### config.mk
export PLATFORM = sky130hd
export DESIGN_NAME = fifo_wr_arbiter
export DESIGN_NICKNAME = d
export VERILOG_FILES = /design/src/rtl/fifo_wr_arbiter.sv
export SDC_FILE = /design/constraint.sdc
export NUM_CORES = 1
export LEC_CHECK = 0
export CAP_MARGIN = 20
export CORE_ASPECT_RATIO = 0.8
export CORE_UTILIZATION = 35
export DETAILED_ROUTE_END_ITERATION = 8
export GPL_ROUTABILITY_DRIVEN = 1
export GPL_TIMING_DRIVEN = 1
export PLACE_DENSITY = 0.89
export SETUP_SLACK_MARGIN = 0.05
export SLEW_MARGIN = 20
export SYNTH_ARGS = -nofsm -noshare
export SYNTH_HDL_FRONTEND = slang
export SYNTH_SLANG_ARGS = --single-unit
### constraint.sdc
create_clock -name wr_clk -period 1.7 [get_ports wr_clk]
set_input_delay 0.255 -clock wr_clk [delete_from_list [all_inputs] [get_ports wr_clk]]
set_output_delay 0.255 -clock wr_clk [all_outputs]
set_load 0.05 [all_outputs]
### src/rtl/fifo_wr_arbiter.sv
// Round-robin arbiter sharing one async-FIFO write port among NUM_REQ write-domain requesters.
// A grant streams up to MAX_BURST beats and never writes while the FIFO is full.
module fifo_wr_arbiter #(
   parameter int WIDTH     = 8,
   parameter int NUM_REQ   = 4,
   parameter int MAX_BURST = 4
) (
   input  logic                       wr_clk,
   input  logic                       rst,
   input  logic [NUM_REQ-1:0]         req,
   input  logic [NUM_REQ*WIDTH-1:0]   req_data,
   output logic [NUM_REQ-1:0]         ack,
   output logic [NUM_REQ-1:0]         gnt,
   input  logic                       fifo_full,
   output logic                       fifo_wr_en,
   output logic [WIDTH-1:0]           fifo_wr_data,
   output logic                       busy
);

   localparam int IW = (NUM_REQ > 1) ? $clog2(NUM_REQ) : 1;
   localparam int CW = (MAX_BURST > 1) ? $clog2(MAX_BURST) : 1;

   typedef enum logic {IDLE, BUSY} state_t;

   state_t          state;
   logic [IW-1:0]   g_idx;
   logic [IW-1:0]   rr_ptr;
   logic [IW-1:0]   pick_idx;
   logic [IW-1:0]   scan_idx;
   logic [IW-1:0]   next_ptr;
   logic            pick_found;
   logic [CW-1:0]   beat_cnt;
   logic            accept;
   logic            last_beat;

   // First requester at or after rr_ptr, wrapping modulo NUM_REQ.
   always_comb begin
      pick_found = 1'b0;
      pick_idx   = '0;
      scan_idx   = '0;
      for (int i = 0; i < NUM_REQ; i++) begin
         scan_idx = IW'((int'(rr_ptr) + i) % NUM_REQ);
         if (!pick_found && req[scan_idx]) begin
            pick_found = 1'b1;
            pick_idx   = scan_idx;
         end
      end
   end

   assign accept    = (state == BUSY) & req[g_idx] & ~fifo_full & ~rst;
   assign last_beat = (beat_cnt == CW'(MAX_BURST - 1));
   assign next_ptr  = (g_idx == IW'(NUM_REQ - 1)) ? '0 : g_idx + 1'b1;

   assign fifo_wr_en   = accept;
   assign ack          = accept ? gnt : '0;
   assign fifo_wr_data = (|gnt) ? req_data[g_idx*WIDTH +: WIDTH] : '0;
   assign busy         = (state == BUSY);

   always_ff @(posedge wr_clk) begin
      if (rst) begin
         state    <= IDLE;
         gnt      <= '0;
         g_idx    <= '0;
         rr_ptr   <= '0;
         beat_cnt <= '0;
      end else begin
         case (state)
            IDLE: begin
               if (pick_found) begin
                  state    <= BUSY;
                  gnt      <= NUM_REQ'(1) << pick_idx;
                  g_idx    <= pick_idx;
                  beat_cnt <= '0;
               end
            end
            BUSY: begin
               // A dropped request ends the grant just like a completed burst.
               if (!req[g_idx] || (accept && last_beat)) begin
                  state    <= IDLE;
                  gnt      <= '0;
                  beat_cnt <= '0;
                  rr_ptr   <= next_ptr;
               end else if (accept) begin
                  beat_cnt <= beat_cnt + 1'b1;
               end
            end
            default: state <= IDLE;
         endcase
      end
   end

endmodule

### Met1 routing, run 1

Bar = 20 um.
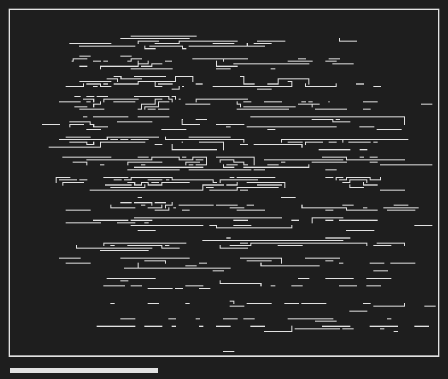
share of all routed wire: 40%
nets with wire on the layer: 175
main direction: horizontal
wire length on this layer: 1130 um

### Routing congestion map, run 1

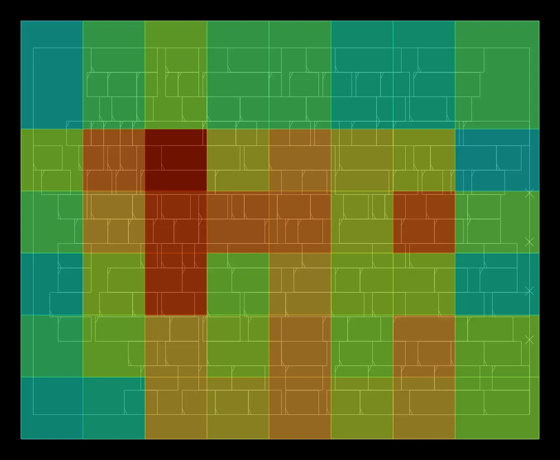
fin util: 76.7%
met2 Use GR: 42.1%
GR peak layer: met2
met1 Track Usage GR: 24.6%

==> flow_metrics.tcl, run 1 <==
# place-and-route summary
set metrics [dict create \
    outcome "finished with violations" \
    violations "DRC, setup timing" \
    power_density_nw_per_um2 625 \
    largest_register_ff_count 4 \
    final_cells 181 \
    syn_area_sq_um 867 \
    p_total_uw 1080 \
    rows 15 \
    io_buffers 56 \
    yosys_warnings 0 \
    period_used_pct 111 \
    criticalPathCategory "reg -> out" \
    placedInstanceArea_sq_um 1620 \
    wl_per_cell_um 15.7 \
    dp_cells 176 \
    cts_made_buffers 3 \
    synth_seq_share_pct 25.4 \
    layout-drive-gt1-share_pct 42.9 \
    clock_area_share_pct 1.52 \
    p_leak_uw 0.000697 \
    n_antenna_cell 0 \
    sh_comb_area_pct 41.2 \
    nFillCells 150 \
    clkLatencyLatePin_ns 0.27 \
    critPathArrivalTime_ns 1.63 \
    common_cells "dfxtp_1 (11), nor2b_1 (11), mux4_2 (9), nor2_1 (9)" \
    comb_cells 69 \
    clk_pin_slew_ns 0.07 \
    clock-root-buffer "clkbuf_4" \
    switching_share_pct 38.4 \
    ys_cells 84 \
    avgSynthCellArea_sq_um 10.3 \
    reg2reg_to "rr_ptr[0]" \
    cp-end-kind "primary output" \
    regToRegSetupSlack_ns -0.01 \
    startpoint_type "flop" \
    crit_required_ns 1.44 \
    clock_path_buffers 2 \
    cts-resized-gates 11 \
    core_sq_um 2250 \
    signal_buffers 71 \
    initial_core_util_pct 38.5 \
    antenna_found_initial 0 \
    power_frac_comb_pct 54.9 \
    r2r_cells 5 \
    area_leaders "dfxtp_1 (25%), mux4_2 (23%), nor2b_1 (7.9%), a32o_1 (5.8%), nor2_1 (3.9%)" \
    finalSetupTns_ns -1.88 \
    grt.total_usage_pct 21.5 \
    dp_slack_ns -0.286 \
    totalWireLength_mm 2.85 \
    internal-power_uw 665 \
    clkbuf_count 4 \
    synth-seq-cells 11 \
    power_frac_seq_pct 28.1 \
    design_area_sq_um 1730 \
    drt_iter0_markers 25 \
    report.final.slew_viol_count 0 \
    die_w_um 57.7 \
    r2r-start "g_idx[0]" \
    ys_async_sr_fraction_pct 0 \
    place.detailed.hpwl_mm 2.26 \
    sh_seq_area_pct 13.1 \
    grt_pass1_wl_mm 4.21 \
    buf_share_pct 42.1 \
    syn_to_final_growth_pct 99.1 \
    yosysTopAreaCell "dfxtp_1" \
    yosysUniqueCellTypes 28 \
    setup_ws_ns -0.188 \
    hold_depth 1 \
    holdPathEnd "beat_cnt[1]" \
    relSlewSlack_pct 72.0 \
    chipArea_sq_um 2680 \
    regMostFlops "gnt" \
    route.detailed.drc 4 \
    grt_overflow 0 \
    syn_nets 125 \
    seqCellArea_sq_um 226 \
    h-tree-depth 1 \
    setup_violations 14 \
    dominant-cell-class "buffers" \
    yosys_area_sq_um 867 \
    ios 57 \
    avgViaCountPerCell 5.39 \
    clock-sinks 11 \
    die_h_um 46.5 \
    max-vdd-ir-drop_v 0.000349 \
    period_needed_ns 1.89 \
    hold_viol_final 0 \
    top_cell_area_share_pct 25.4 \
    rsz0062_at_grt "true" \
    grt_max_degree 11 \
    tritoncts "yes" \
    p_sw_uw 414 \
    edf_count 0 \
    nWellTaps 25 \
    ff_count 11 \
    combGateArea_sq_um 712 \
    warning_count 29 \
    drtAntennaViolNets 0 \
    vias 975 \
    crit_start "g_idx[0]" \
    syn_inst 84 \
    hp-start "beat_cnt[1]" \
    finalClockSkew_ns 0.000861 \
]
### Metal 2, run 1

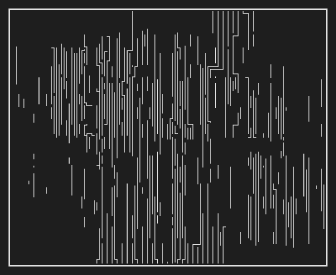
share of all routed wire: 55%
longest straight run: 21.8 um
main direction: vertical
wire length on this layer: 1570 um
nets with wire on the layer: 186

## run 1: how the worst max path moves through the flow
stage	end	cells after the start
after detailed placement	gnt[0]	6
after floorplan	ack[0]	5
final	ack[3]	5
after CTS	fifo_wr_data[5]	4
after global routing	ack[1]	5
after global placement	gnt[1]	6
## run 1: placed cells by master (no fill, tap or decap), types with 3 or more instances in the layout
master	instances
a21oi_1	3
a32o_1	5
and2_4	4
buf_12	5
buf_4	18
buf_6	9
clkbuf_4	3
clkdlybuf4s50_1	34
dfxtp_1	8
dlygate4sd2_1	4
mux2i_1	3
mux4_2	9
nand2b_1	4
nor2_1	9
nor2b_1	3
nor2b_4	6
## run 1: power groups by stage
stage / sequential [uW] / combinational [uW] / clock, uW
finish: 303 / 592 / 184
global route: 305 / 617 / 198
CTS: 302 / 544 / 179
detailed placement: 307 / 534 / 0
global placement: 304 / 521 / 0
floorplan: 331 / 288 / 0
## run 1: worst max-delay path: stages (launching register included)
cell     delay (ns)
dfxtp_4        0.38
mux4_2         0.53
nand2_2        0.11
nor3_4         0.05
and2_4         0.15
buf_12         0.14
## run 1: layer usage
metal  vias up  global-route usage [%]  share of wire, %
met5         -                       0                 0
met3         0                    5.62               4.9
met4         0                    2.86                 0
met1       476                    24.6                40
met2        29                    42.1                55
li1        470                       -                 -
## run 1: cells by family (layout without fill, tap and decap cells)
| family | after synthesis | in the layout | share of synthesized area (%) |
|---|---|---|---|
| AND/OR/NAND/NOR | 41 | 41 | 28.6 |
| AND-OR/OR-AND | 14 | 14 | 14.1 |
| multiplexers | 12 | 12 | 26.8 |
| flip-flops | 11 | 11 | 25.4 |
| buffers and inverters | 4 | 76 | 2.16 |
| adder cells (fa/ha/maj) | 2 | 2 | 2.89 |
==> inputs of run 2 (changes only) <==
--- a/config.mk
+++ b/config.mk
@@ -11,7 +11,7 @@
 export DETAILED_ROUTE_END_ITERATION = 8
 export GPL_ROUTABILITY_DRIVEN = 1
 export GPL_TIMING_DRIVEN = 1
-export PLACE_DENSITY = 0.89
+export PLACE_DENSITY = 0.78
 export SETUP_SLACK_MARGIN = 0.05
 export SLEW_MARGIN = 20
 export SYNTH_ARGS = -nofsm -noshare
### Wiring heat map, run 2

Bar = 20 um. The die is cut into 12 by 9 equal tiles; black is low, pale yellow is high, scaled to the fullest tile. Values are wire area over tile area, all layers added.
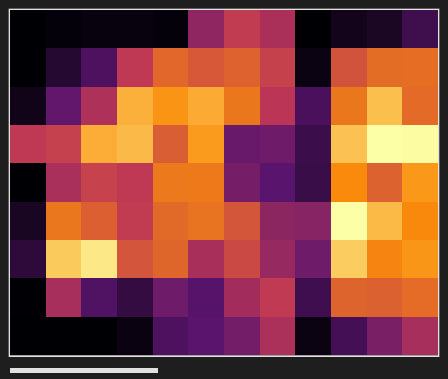
densest ninth of the die: right middle
mean over tiles: 0.18
nearly empty tiles: 9.3%
fullest tile: 0.40
emptiest ninth of the die: top left

### Metal 2, run 2

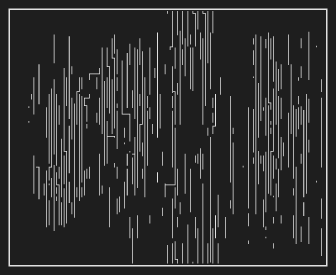
wire length on this layer: 1480 um
main direction: vertical
share of all routed wire: 51%

==> run 2 against run 1 <==
  * The run still ends with DRC, setup timing left
  * Setup slack improved by 0.013 ns
  * Global-route usage is 0.65 points higher
  * Cell area increased by 0.80%
  * Clock skew increased by 0.0011 ns
  * Non-clock buffer count stayed put
  * Critical path depth up 1
  * Critical endpoint is now ack[0]
  * Largest cell class unchanged
  * Largest power group unchanged
  * Highest routed layer is now met4
==> flow_metrics.tcl, run 2 <==
# place-and-route summary
set metrics [dict create \
    clkPwrFrac_pct 16.7 \
    syn_nets 125 \
    warning_count 29 \
    cts-resized-gates 21 \
    switching_share_pct 37.9 \
    syn_to_final_growth_pct 101 \
    clock.fmax_mhz 533 \
    internal-power_uw 667 \
    h-tree-depth 1 \
    clock_path_buffers 2 \
    grt_max_degree 11 \
    critPathTopFamily "buffers and inverters" \
    avgViaCountPerCell 5.48 \
    die_w_um 57.7 \
    placedInstanceArea_sq_um 1620 \
    totalWireLength_mm 2.91 \
    route.detailed.drc 7 \
    grt_overflow 0 \
    period_needed_ns 1.88 \
    ios 57 \
    power_frac_seq_pct 28.1 \
    ys_async_sr_fraction_pct 0 \
    chipArea_sq_um 2680 \
    cp-end-kind "primary output" \
    powerSeq_uw 302 \
    p_total_uw 1070 \
    critPathArrivalTime_ns 1.62 \
    layout-drive-gt1-share_pct 43.6 \
    outcome "finished with violations" \
    p_sw_uw 407 \
    nFillCells 151 \
    io_buffers 56 \
    slowest_stage "clkdlybuf4s50_1" \
    clock-root-buffer "clkbuf_4" \
    cts_made_buffers 3 \
    antenna_found_initial 0 \
    vias 991 \
    final_core_util_pct 77.3 \
    regMostFlops "gnt" \
    syn_area_sq_um 867 \
    tritoncts "yes" \
    grt_pass1_wl_mm 4.37 \
    yosys_warnings 0 \
    common_cells "dfxtp_1 (11), nor2b_1 (11), mux4_2 (9), nor2_1 (9)" \
    core_sq_um 2250 \
    path_cells "clkdlybuf4s50_1 -> mux4_2 -> nand2_2 -> nor3_4 -> and2_4 -> buf_12" \
    cpPeakStageDelay_ns 0.48 \
    ys_cells 84 \
    mostFrequentLayoutCell "clkdlybuf4s50_1" \
    comb_cell_power_uw 592 \
    clk_pin_slew_ns 0.07 \
    p_leak_uw 0.000704 \
    crit_required_ns 1.44 \
    top_cell_area_share_pct 25.4 \
    power_density_nw_per_um2 617 \
    period_used_pct 110 \
    setup_violations 13 \
    pg_clk_uw 180 \
    mostFrequentLayoutCells "clkdlybuf4s50_1 (35), buf_4 (19), mux4_2 (9), nor2_1 (9)" \
    area_leaders "dfxtp_1 (25%), mux4_2 (23%), nor2b_1 (7.9%), a32o_1 (5.8%), nor2_1 (3.9%)" \
    synth_seq_share_pct 25.4 \
    power_frac_comb_pct 55.1 \
    relSlewSlack_pct 71.8 \
    yosysUniqueCellTypes 28 \
    edf_count 0 \
    rows 15 \
    startpoint_type "input port" \
    largest_register_ff_count 4 \
    grt.total_usage_pct 22.2 \
    clkLatencyLatePin_ns 0.27 \
    yosysTopAreaCell "dfxtp_1" \
    syn_inst 84 \
    power_leader "combinational logic" \
    initial_core_util_pct 38.5 \
    n_antenna_cell 0 \
    design_area_sq_um 1740 \
    place.detailed.hpwl_mm 2.36 \
    violations "DRC, setup timing" \
    report.final.slew_viol_count 0 \
    drtAntennaViolNets 0 \
    clock-sinks 11 \
    drt-pass1-iter-count 7 \
    criticalPathCategory "in -> out" \
    yosys_area_sq_um 867 \
    max-vdd-ir-drop_v 0.000476 \
    avgSynthCellArea_sq_um 10.3 \
    wl_per_cell_um 16.1 \
    setup_ws_ns -0.175 \
    synth-seq-cells 11 \
    cp_num_buf_inv 2 \
    rsz0062_at_grt "true" \
    hold_viol_final 0 \
    finalClockSkew_ns 0.00192 \
    drt_iter0_markers 30 \
]
### Met1 routing, run 2

Bar = 20 um.
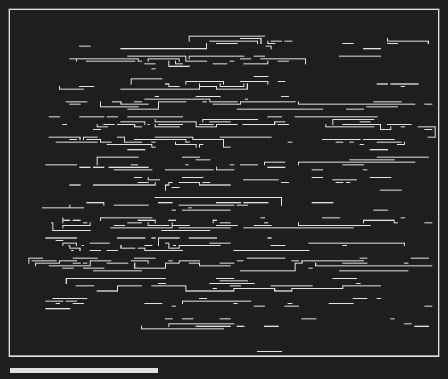
main direction: horizontal
wire length on this layer: 1090 um

[run 2: cell counts after synthesis]
Identical to the previous run, type by type.
[run 2: routing by layer]
metal	wire length (um)	track usage (%)	up-vias
met1	1090	24.2	471
met3	296	4.78	4
met4	46	7.62	0
met2	1480	43.5	48
met5	0	0	-
li1	-	-	468
[run 2: path summary, 6_finish.rpt]
path	from	endpoint	slack, ns	cells after the start
max reg2reg	g_idx[0]	gnt[3]	0.02	5
min reg2reg	beat_cnt[1]	beat_cnt[1]	0.49	1
max	req[0]	ack[0]	-0.18	6
min	beat_cnt[1]	beat_cnt[1]	0.49	1
[run 2: stage by stage]
| step | hold WS, ns | setup TNS (ns) | cells | setup WS [ns] |
|---|---|---|---|---|
| after floorplan | 0.446 | -1.12 | 84 | -0.279 |
| after global placement | 0.452 | -2.66 | 177 | -0.234 |
| after detailed placement | 0.480 | -3.31 | 177 | -0.265 |
| after CTS | 0.497 | -1.98 | 181 | -0.174 |
| after global routing | 0.520 | -2.68 | 181 | -0.245 |
| final | 0.493 | -1.87 | 181 | -0.175 |
[run 2: logic make-up after synthesis]
group                    synth area share (%)
buffers and inverters                    2.16
AND/OR/NAND/NOR                          28.6
flip-flops                               25.4
adder cells (fa/ha/maj)                  2.89
AND-OR/OR-AND                            14.1
multiplexers                             26.8
[run 2: final cells by class]
type	count	area, sq um	share of cell area [%]
Clock buffer	4	26.3	1.51
Inverter	1	3.75	0.216
Multi-Input combinational cell	69	724	41.6
Sequential cell	11	226	13.0
Tap cell	25	31.3	1.80
Timing Repair Buffer	71	728	41.8
[run 2: worst register-to-register path: stages (launching register included)]
cell and delay [ns]:
dfxtp_4 0.38, mux4_2 0.52, buf_4 0.17, a21boi_4 0.22, nor3_4 0.07, a32o_1 0.22
Power and IR drop assume default switching activity.
